[src/rtl/pulser_pkg.sv]
// Shared state encodings and default timing constants for button_pulser.
// State set depends on the REPEAT_EN macro.
package pulser_pkg;

    localparam int          CW_DEFAULT   = 26;
    localparam logic [25:0] HOLD_DEFAULT = 26'd50_000_000;
    localparam logic [25:0] RATE_DEFAULT = 26'd10_000_000;

`ifdef REPEAT_EN
    typedef enum logic [1:0] {
        ST_IDLE   = 2'b00,
        ST_DELAY  = 2'b01,
        ST_REPEAT = 2'b10
    } state_t;
`else
    typedef enum logic [1:0] {
        ST_IDLE    = 2'b00,
        ST_PRESSED = 2'b01
    } state_t;
`endif

endpackage

[src/rtl/pulser_channel.sv]
// One button channel: press edge detect plus optional hold/auto-repeat timing.
// REPEAT_EN selects the IDLE/DELAY/REPEAT machine; otherwise IDLE/PRESSED only.
module pulser_channel
    import pulser_pkg::*;
#(
`ifdef REPEAT_EN
    parameter int          CW   = CW_DEFAULT,
    parameter logic [CW-1:0] HOLD = CW'(HOLD_DEFAULT),
    parameter logic [CW-1:0] RATE = CW'(RATE_DEFAULT)
`endif
) (
    input  logic clk,
    input  logic rst,
    input  logic i,
    output logic y,
    output logic h
);

    state_t state, state_n;
    logic   i_q;
    logic   y_n;

`ifdef REPEAT_EN
    localparam logic [CW-1:0] HOLD_M1 = HOLD - 1'b1;
    localparam logic [CW-1:0] RATE_M1 = RATE - 1'b1;

    logic [CW-1:0] count, count_n;

    // Release is checked before the terminal count so a release always wins.
    always_comb begin
        state_n = state;
        count_n = count;
        y_n     = 1'b0;
        case (state)
            ST_IDLE: begin
                if (i && !i_q) begin
                    y_n     = 1'b1;
                    count_n = '0;
                    state_n = ST_DELAY;
                end
            end
            ST_DELAY: begin
                if (!i) begin
                    state_n = ST_IDLE;
                end else if (count == HOLD_M1) begin
                    y_n     = 1'b1;
                    count_n = '0;
                    state_n = ST_REPEAT;
                end else begin
                    count_n = count + 1'b1;
                end
            end
            ST_REPEAT: begin
                if (!i) begin
                    state_n = ST_IDLE;
                end else if (count == RATE_M1) begin
                    y_n     = 1'b1;
                    count_n = '0;
                end else begin
                    count_n = count + 1'b1;
                end
            end
            default: begin
                state_n = ST_IDLE;
                count_n = '0;
            end
        endcase
    end

    always_ff @(posedge clk or posedge rst) begin
        if (rst) begin
            state <= ST_IDLE;
            count <= '0;
            i_q   <= 1'b0;
            y     <= 1'b0;
            h     <= 1'b0;
        end else begin
            state <= state_n;
            count <= count_n;
            i_q   <= i;
            y     <= y_n;
            h     <= (state_n == ST_REPEAT);
        end
    end
`else
    always_comb begin
        state_n = state;
        y_n     = 1'b0;
        case (state)
            ST_IDLE: begin
                if (i && !i_q) begin
                    y_n     = 1'b1;
                    state_n = ST_PRESSED;
                end
            end
            ST_PRESSED: begin
                if (!i) begin
                    state_n = ST_IDLE;
                end
            end
            default: state_n = ST_IDLE;
        endcase
    end

    always_ff @(posedge clk or posedge rst) begin
        if (rst) begin
            state <= ST_IDLE;
            i_q   <= 1'b0;
            y     <= 1'b0;
        end else begin
            state <= state_n;
            i_q   <= i;
            y     <= y_n;
        end
    end

    assign h = 1'b0;
`endif

endmodule

[src/rtl/button_pulser.sv]
// W independent button channels turning debounced levels into move strobes.
// Define REPEAT_EN for hold-to-auto-repeat; without it only press edges pulse.
module button_pulser
    import pulser_pkg::*;
#(
    parameter int W = 5
`ifdef REPEAT_EN
    ,
    parameter int            CW   = CW_DEFAULT,
    parameter logic [CW-1:0] HOLD = CW'(HOLD_DEFAULT),
    parameter logic [CW-1:0] RATE = CW'(RATE_DEFAULT)
`endif
) (
    input  logic         clk,
    input  logic         rst,
    input  logic [W-1:0] I,
    output logic [W-1:0] Y,
    output logic [W-1:0] H
);

    for (genvar g = 0; g < W; g++) begin : g_ch
        pulser_channel #(
`ifdef REPEAT_EN
            .CW   (CW),
            .HOLD (HOLD),
            .RATE (RATE)
`endif
        ) u_ch (
            .clk (clk),
            .rst (rst),
            .i   (I[g]),
            .y   (Y[g]),
            .h   (H[g])
        );
    end

endmodule
[config.mk]
export PLATFORM = sky130hd
export DESIGN_NAME = button_pulser
export DESIGN_NICKNAME = d
export VERILOG_FILES = /design/src/rtl/pulser_pkg.sv /design/src/rtl/pulser_channel.sv /design/src/rtl/button_pulser.sv
export SDC_FILE = /design/constraint.sdc
export NUM_CORES = 1
export LEC_CHECK = 0
export CAP_MARGIN = 30
export CORE_AREA = 5 5 42 44
export CTS_CLUSTER_DIAMETER = 120
export DETAILED_ROUTE_END_ITERATION = 12
export DIE_AREA = 0 0 47 49
export PLACE_DENSITY = 0.78
export SLEW_MARGIN = 10
export SYNTH_ARGS = -nofsm -noshare
export SYNTH_HDL_FRONTEND = slang
export SYNTH_SLANG_ARGS = --single-unit
[constraint.sdc]
create_clock -name clk -period 1.7 [get_ports clk]
set_input_delay 0.51 -clock clk [delete_from_list [all_inputs] [get_ports clk]]
set_output_delay 0.51 -clock clk [all_outputs]
set_load 0.1 [all_outputs]
**Run 1: metal layers overlaid**

Two of the layers only.
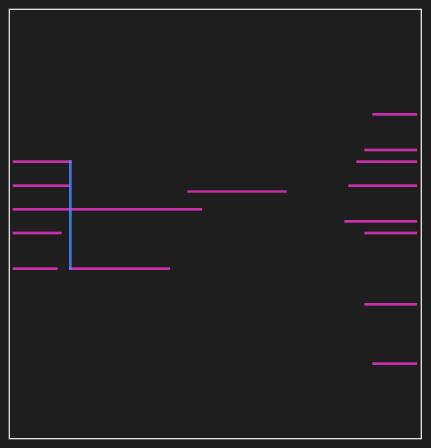
layer	colour	wire length
met4	blue	12.2 um
met3	magenta	116 um

**Run 1: drive-strength map**

Scale bar: 10 um.
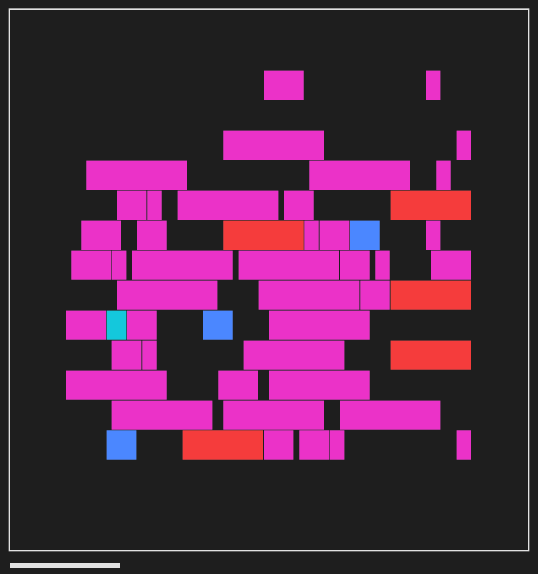
size	colour	cells	share	most used
drive 1 or less	magenta	42	82%	dfrtp_1
drive 3 to 4	blue	3	5.9%	clkbuf_4
drive 6 and up	red	5	9.8%	buf_12
drive 2	cyan	1	2.0%	clkinv_2

**Run 1: clock wiring as the flow saved it**

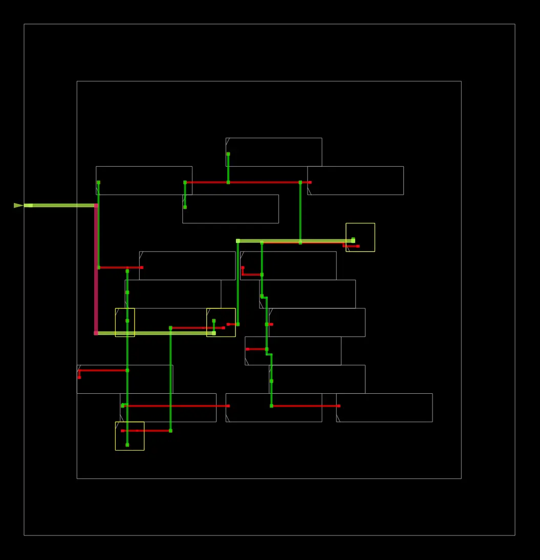
Clock Sink Count: 15
power in the clock group: 0.194 mW
number of clock buffers inserted by TritonCTS: 3
number of clock buffers in the layout: 3

**Run 1: the metal 2 layer**

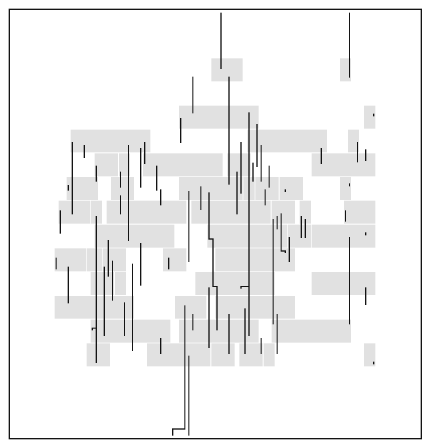
longest straight run	25.5 um
share of all routed wire	45%
Routed Wire Length: 686 um
met2 usage: 8.14%
via count: 282

## run 1: kinds of logic (layout without fill, tap and decap cells)
family                 count (synthesis)  count (layout)  share of synthesized area (%)
AOI/OAI and AO/OA                      5               5                           6.80
and+or+nand+nor                        5               5                           6.80
buffers and inverters                 16              21                           17.7
DFF                                   15              15                           68.0
other                                  1               5                          0.680
## run 1: Yosys cell counts
cell type  number  area [um^2]
nor3b_1         5         37.5
buf_4          10         75.1
inv_1           6         22.5
dfrtp_1        15          375
a21boi_1        5         37.5
conb_1          1         3.75
## run 1: power by group through the flow
stage / clock, mW / sequential [mW] / combinational, mW
3_5_place_dp: 0 / 0.396 / 0.157
5_1_grt: 0.223 / 0.391 / 0.162
4_1_cts: 0.212 / 0.389 / 0.157
3_3_place_gp: 0 / 0.395 / 0.155
6_report: 0.194 / 0.389 / 0.155
2_1_floorplan: 0 / 0.390 / 0.130
## run 1: flip-flops by register name, summed over array words and instances (netlist names)
register and count:
g_ch.u_ch.y 5, g_ch.u_ch.state 5, g_ch.u_ch.i_q 5
## run 1: how the worst max path moves through the flow
stage | startpoint | to | slack [ps] | cells after the start
after global placement | I[3] | g_ch[3].u_ch.y | 430 | 2
after floorplan | g_ch[0].u_ch.y | Y[0] | 620 | 1
final | g_ch[0].u_ch.y | Y[0] | 330 | 1
after CTS | g_ch[0].u_ch.y | Y[0] | 300 | 1
after global routing | g_ch[0].u_ch.y | Y[0] | 280 | 1
after detailed placement | I[0] | g_ch[0].u_ch.y | 370 | 2
## run 1: layer usage
metal / vias to the layer above / part of all wire (%)
met5: - / 0
met4: 0 / 1.7
met3: 2 / 17
met2: 15 / 44
met1: 132 / 37
li1: 133 / -
==> results.txt, run 1 <==
Reports from this run.

- The non-clock inverter count in the final layout reads 6.
- The average routed wire per standard cell is 10.2 um.
- Summing all non-filler instances in the final layout gives an area of between 600 and 700 um^2.
- The post-CTS setup buffer count is 0.
- The number of hold-slack violations in the final timing report reads 0.
- The remaining antenna violation count reads 0.
- The number of nets in the layout reads roughly 59.
- The tally of filler cells in the layout reads about 130.
- The y dimension of the die reads just under 50 um.
- The synthesized area per cell reads between 10 and 15 um^2.
- The TritonCTS clock tree is built.
- Leaving out fill and tap cells, the most frequent cells in the layout are 15 x dfrtp_1, 6 x inv_1, 6 x clkdlybuf4s50_1.
- The layout multi-input combinational cell count reads 15.
- Leaving out buffers and inverters, the combinational logic in the layout accounts for about 94 um^2.
- The tightest min-delay check is of the reg2reg type.
- The I/O pin count reads 17.
- The most used routing layer reads met2.
- The root buffer cell reads clkbuf_4.
- Per the final report, max-transition violations number 0.
- The run finished with clean final reports.
- Across the whole layout, storage elements account for about 380 um^2.
- The highest net fanout along the worst path is 1.
- For this design, the CTS-stage hold fixing added 0 buffers.
- The hold path endpoint is g_ch[3].u_ch.y.
- Along the worst hold path, the cell count comes to 1.
- The script reports the combined buffer and inverter count of the critical path as 1.
- In this run the most critical hold path is launched from g_ch[3].u_ch.i_q.
- Per the slew report, the remaining headroom to the max-slew limit stands at between 60% and 70%.
- The final instance count without filler cells is ~67.
- The pre-CTS setup slack reads between 300 and 400 ps.
==> run 2, diff against run 1 <==
--- a/config.mk
+++ b/config.mk
@@ -6,11 +6,11 @@
 export NUM_CORES = 1
 export LEC_CHECK = 0
 export CAP_MARGIN = 30
-export CORE_AREA = 5 5 42 44
+export CORE_MARGIN = 5
+export CORE_UTILIZATION = 42
 export CTS_CLUSTER_DIAMETER = 120
 export DETAILED_ROUTE_END_ITERATION = 12
-export DIE_AREA = 0 0 47 49
-export PLACE_DENSITY = 0.78
+export PLACE_DENSITY = 0.79
 export SLEW_MARGIN = 10
 export SYNTH_ARGS = -nofsm -noshare
 export SYNTH_HDL_FRONTEND = slang
==> constraint.sdc (replaced) <==
create_clock -name clk -period 1.4 [get_ports clk]
set_input_delay 0.42 -clock clk [delete_from_list [all_inputs] [get_ports clk]]
set_output_delay 0.42 -clock clk [all_outputs]
set_load 0.1 [all_outputs]
**Run 2: drive-strength map**

Scale bar: 10 um.
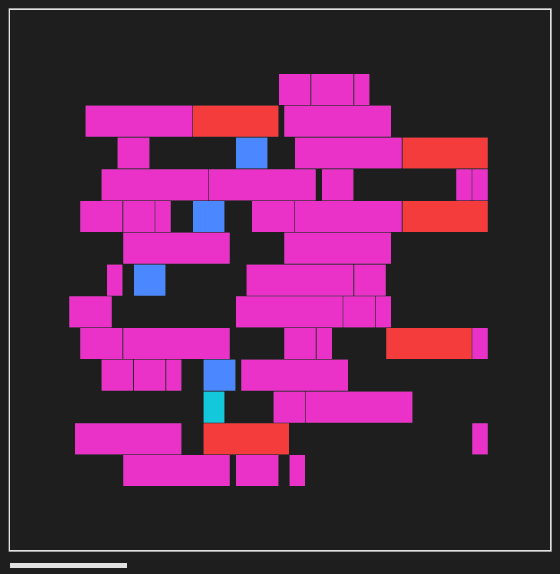
size	colour	cells	share	most used
drive 2	cyan	1	1.9%	clkinv_2
drive 3 to 4	blue	4	7.7%	clkbuf_4
drive 6 and up	red	5	9.6%	buf_12
drive 1 or less	magenta	42	81%	dfrtp_1

**Run 2: clock wiring as the flow saved it**

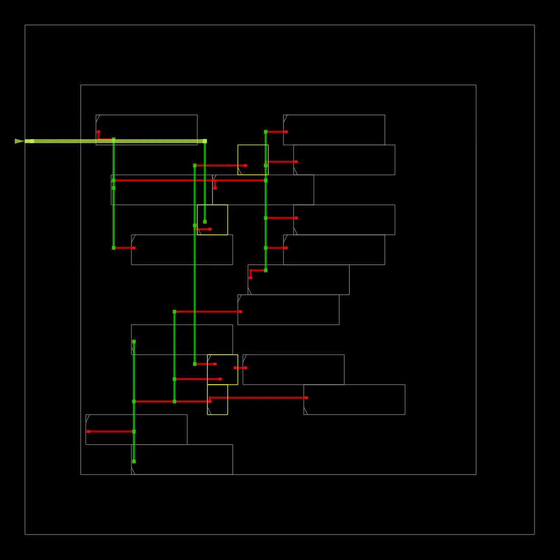
worst setup skew after layout: 0.549 ps
number of sequential cells in the layout: 15
power in the clock group: 0.232 mW

**Run 2: metal layers overlaid**

Two of the layers only.
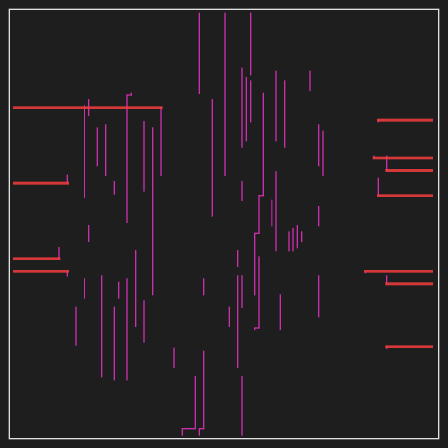
layer	colour	wire length
met2	magenta	326 um
met3	red	71.5 um

==> run 2 against run 1 <==
  * Global-route usage up 0.072 points
  * Core utilization rose by 5.7 points
  * Clock skew is 4.4 ps lower
  * Sequential cell count is the same
  * Synthesized area did not move
  * Total power grew 21%
  * Sequential share of layout area decreased by 0.48 points
  * Register-to-register slack got worse by 300 ps
  * Clock-buffer cell count unchanged
  * Worst hold slack gained 0.63 ps
  * Die size shrank 7.1%
  * Routed wire length is 7.3% lower
  * Largest cell class unchanged
  * Highest routed layer is now met3
==> results.txt, run 2 <==
Reports from this run.

- The and-or/or-and share of the synthesized area is 6.80%.
- STA reports a reg2reg setup slack of 730 ps.
- The final instance count without filler cells reads about 67.
- The pre-CTS setup slack is 186 ps.
- The synthesized area per cell is 13.1 um^2.
- In this run, synthesis inferred 0 flip-flops with an integrated enable.
- For this sky-water flow run, the detailed-routed wirelength per cell is reported as around 9.5 um.
- Summing all non-filler instances in the final layout gives an area of around 710 um^2.
- By area the synthesized netlist is led by dfrtp_1 68%, buf_4 14%, a21boi_1 6.8%.
- The root buffer cell is clkbuf_4.
- The XOR/XNOR share of the synthesized area is 0%.
- Per the layout area report, the register area comes to between 300 and 400 um^2.
- For this block, the routed nets add up to ~640 um of wire.
- In this run, the synthesized area fraction spent on and/or/nand/nor cells is recorded as under 10%.
- The number of global-route vias before repair is around 270.
- The number of nets in the layout is ~60.
- The run finished with clean final reports.
- The mapped cell area is between 500 and 600 um^2.
- The share of cell area taken by muxes after synthesis reads 0%.
- The area fraction in full adders, half adders and majority gates reads 0%.
- Nets still carrying antenna violations after routing amount to 0.
- The power per unit of standard cell area reads roughly 1300 nW/um^2.
- The total buffers and inverters traversed by the critical path reads 1.
- The final number of max-transition violations reads 0.
- The library cell occupying the most area in the post-synthesis netlist is dfrtp_1.
- The post-CTS setup buffer count is 0.
- The biggest combinational cell group after synthesis is buffers and inverters.
- The clock sink count is 15.
- The registers reported with the highest flop counts are g_ch.u_ch.i_q (5), g_ch.u_ch.state (5), g_ch.u_ch.y (5).
- The number of hold-slack violations in the final timing report is 0.
- For reference, the top cells by count after synthesis are 15 x dfrtp_1, 10 x buf_4, 6 x inv_1.
- STA classifies the critical path startpoint as a register.
- The async set or reset register ratio after synthesis is 100%.
- According to the floorplan report, the die height is between 40 and 50 um.
- The detailed-route via count is approximately 280.
- The I/O pin count reads 17.
- The area taken by multi-input logic gates is around 94 um^2.
- The top-area cell type share of the netlist area is 68.0%.
- The number of buffers added by the clock tree synthesis step is 3.
==> run 2: cell type report <==
type / count / area share [%]
clock buffers: 3 / 3.19
clock inverters: 1 / 0.709
inverters: 6 / 3.19
multi-input cells: 15 / 13.3
flip-flops and latches: 15 / 53.2
well taps: 15 / 2.66
repair buffers: 12 / 23.8
==> run 2: worst max-delay path by stage <==
stage              startpoint        endpoint  slack, ps  depth (start not counted)
2_1_floorplan  g_ch[0].u_ch.y            Y[0]        410                          1
3_3_place_gp             I[0]  g_ch[0].u_ch.y        220                          2
3_5_place_dp             I[4]  g_ch[4].u_ch.y        190                          2
4_1_cts        g_ch[2].u_ch.y            Y[2]        120                          1
5_1_grt        g_ch[2].u_ch.y            Y[2]         90                          1
6_report       g_ch[2].u_ch.y            Y[2]        130                          1
==> run 2: power by group through the flow <==
stage                     combinational [mW]  clock [mW]  sequential, mW
after CTS                              0.192       0.243           0.473
after floorplan                        0.158           0           0.474
final                                  0.190       0.232           0.472
after global placement                 0.190           0           0.480
after detailed placement               0.192           0           0.481
after global routing                   0.198       0.265           0.475
==> run 2: cell families (layout without fill, tap and decap cells) <==
group | Yosys count | after routing
AND/OR/NAND/NOR | 5 | 5
flip-flops | 15 | 15
buffers and inverters | 16 | 22
AND-OR/OR-AND | 5 | 5
other | 1 | 5
==> run 2: layer usage <==
| layer | vias up | track usage [%] | routed length (um) |
|---|---|---|---|
| met5 | - | 0 | 0 |
| met2 | 11 | 11.8 | 326 |
| met4 | 0 | 5.11 | 0 |
| li1 | 135 | - | - |
| met3 | 0 | 2.34 | 71 |
| met1 | 133 | 7.62 | 238 |
Power is estimated from default activity; no workload was simulated.
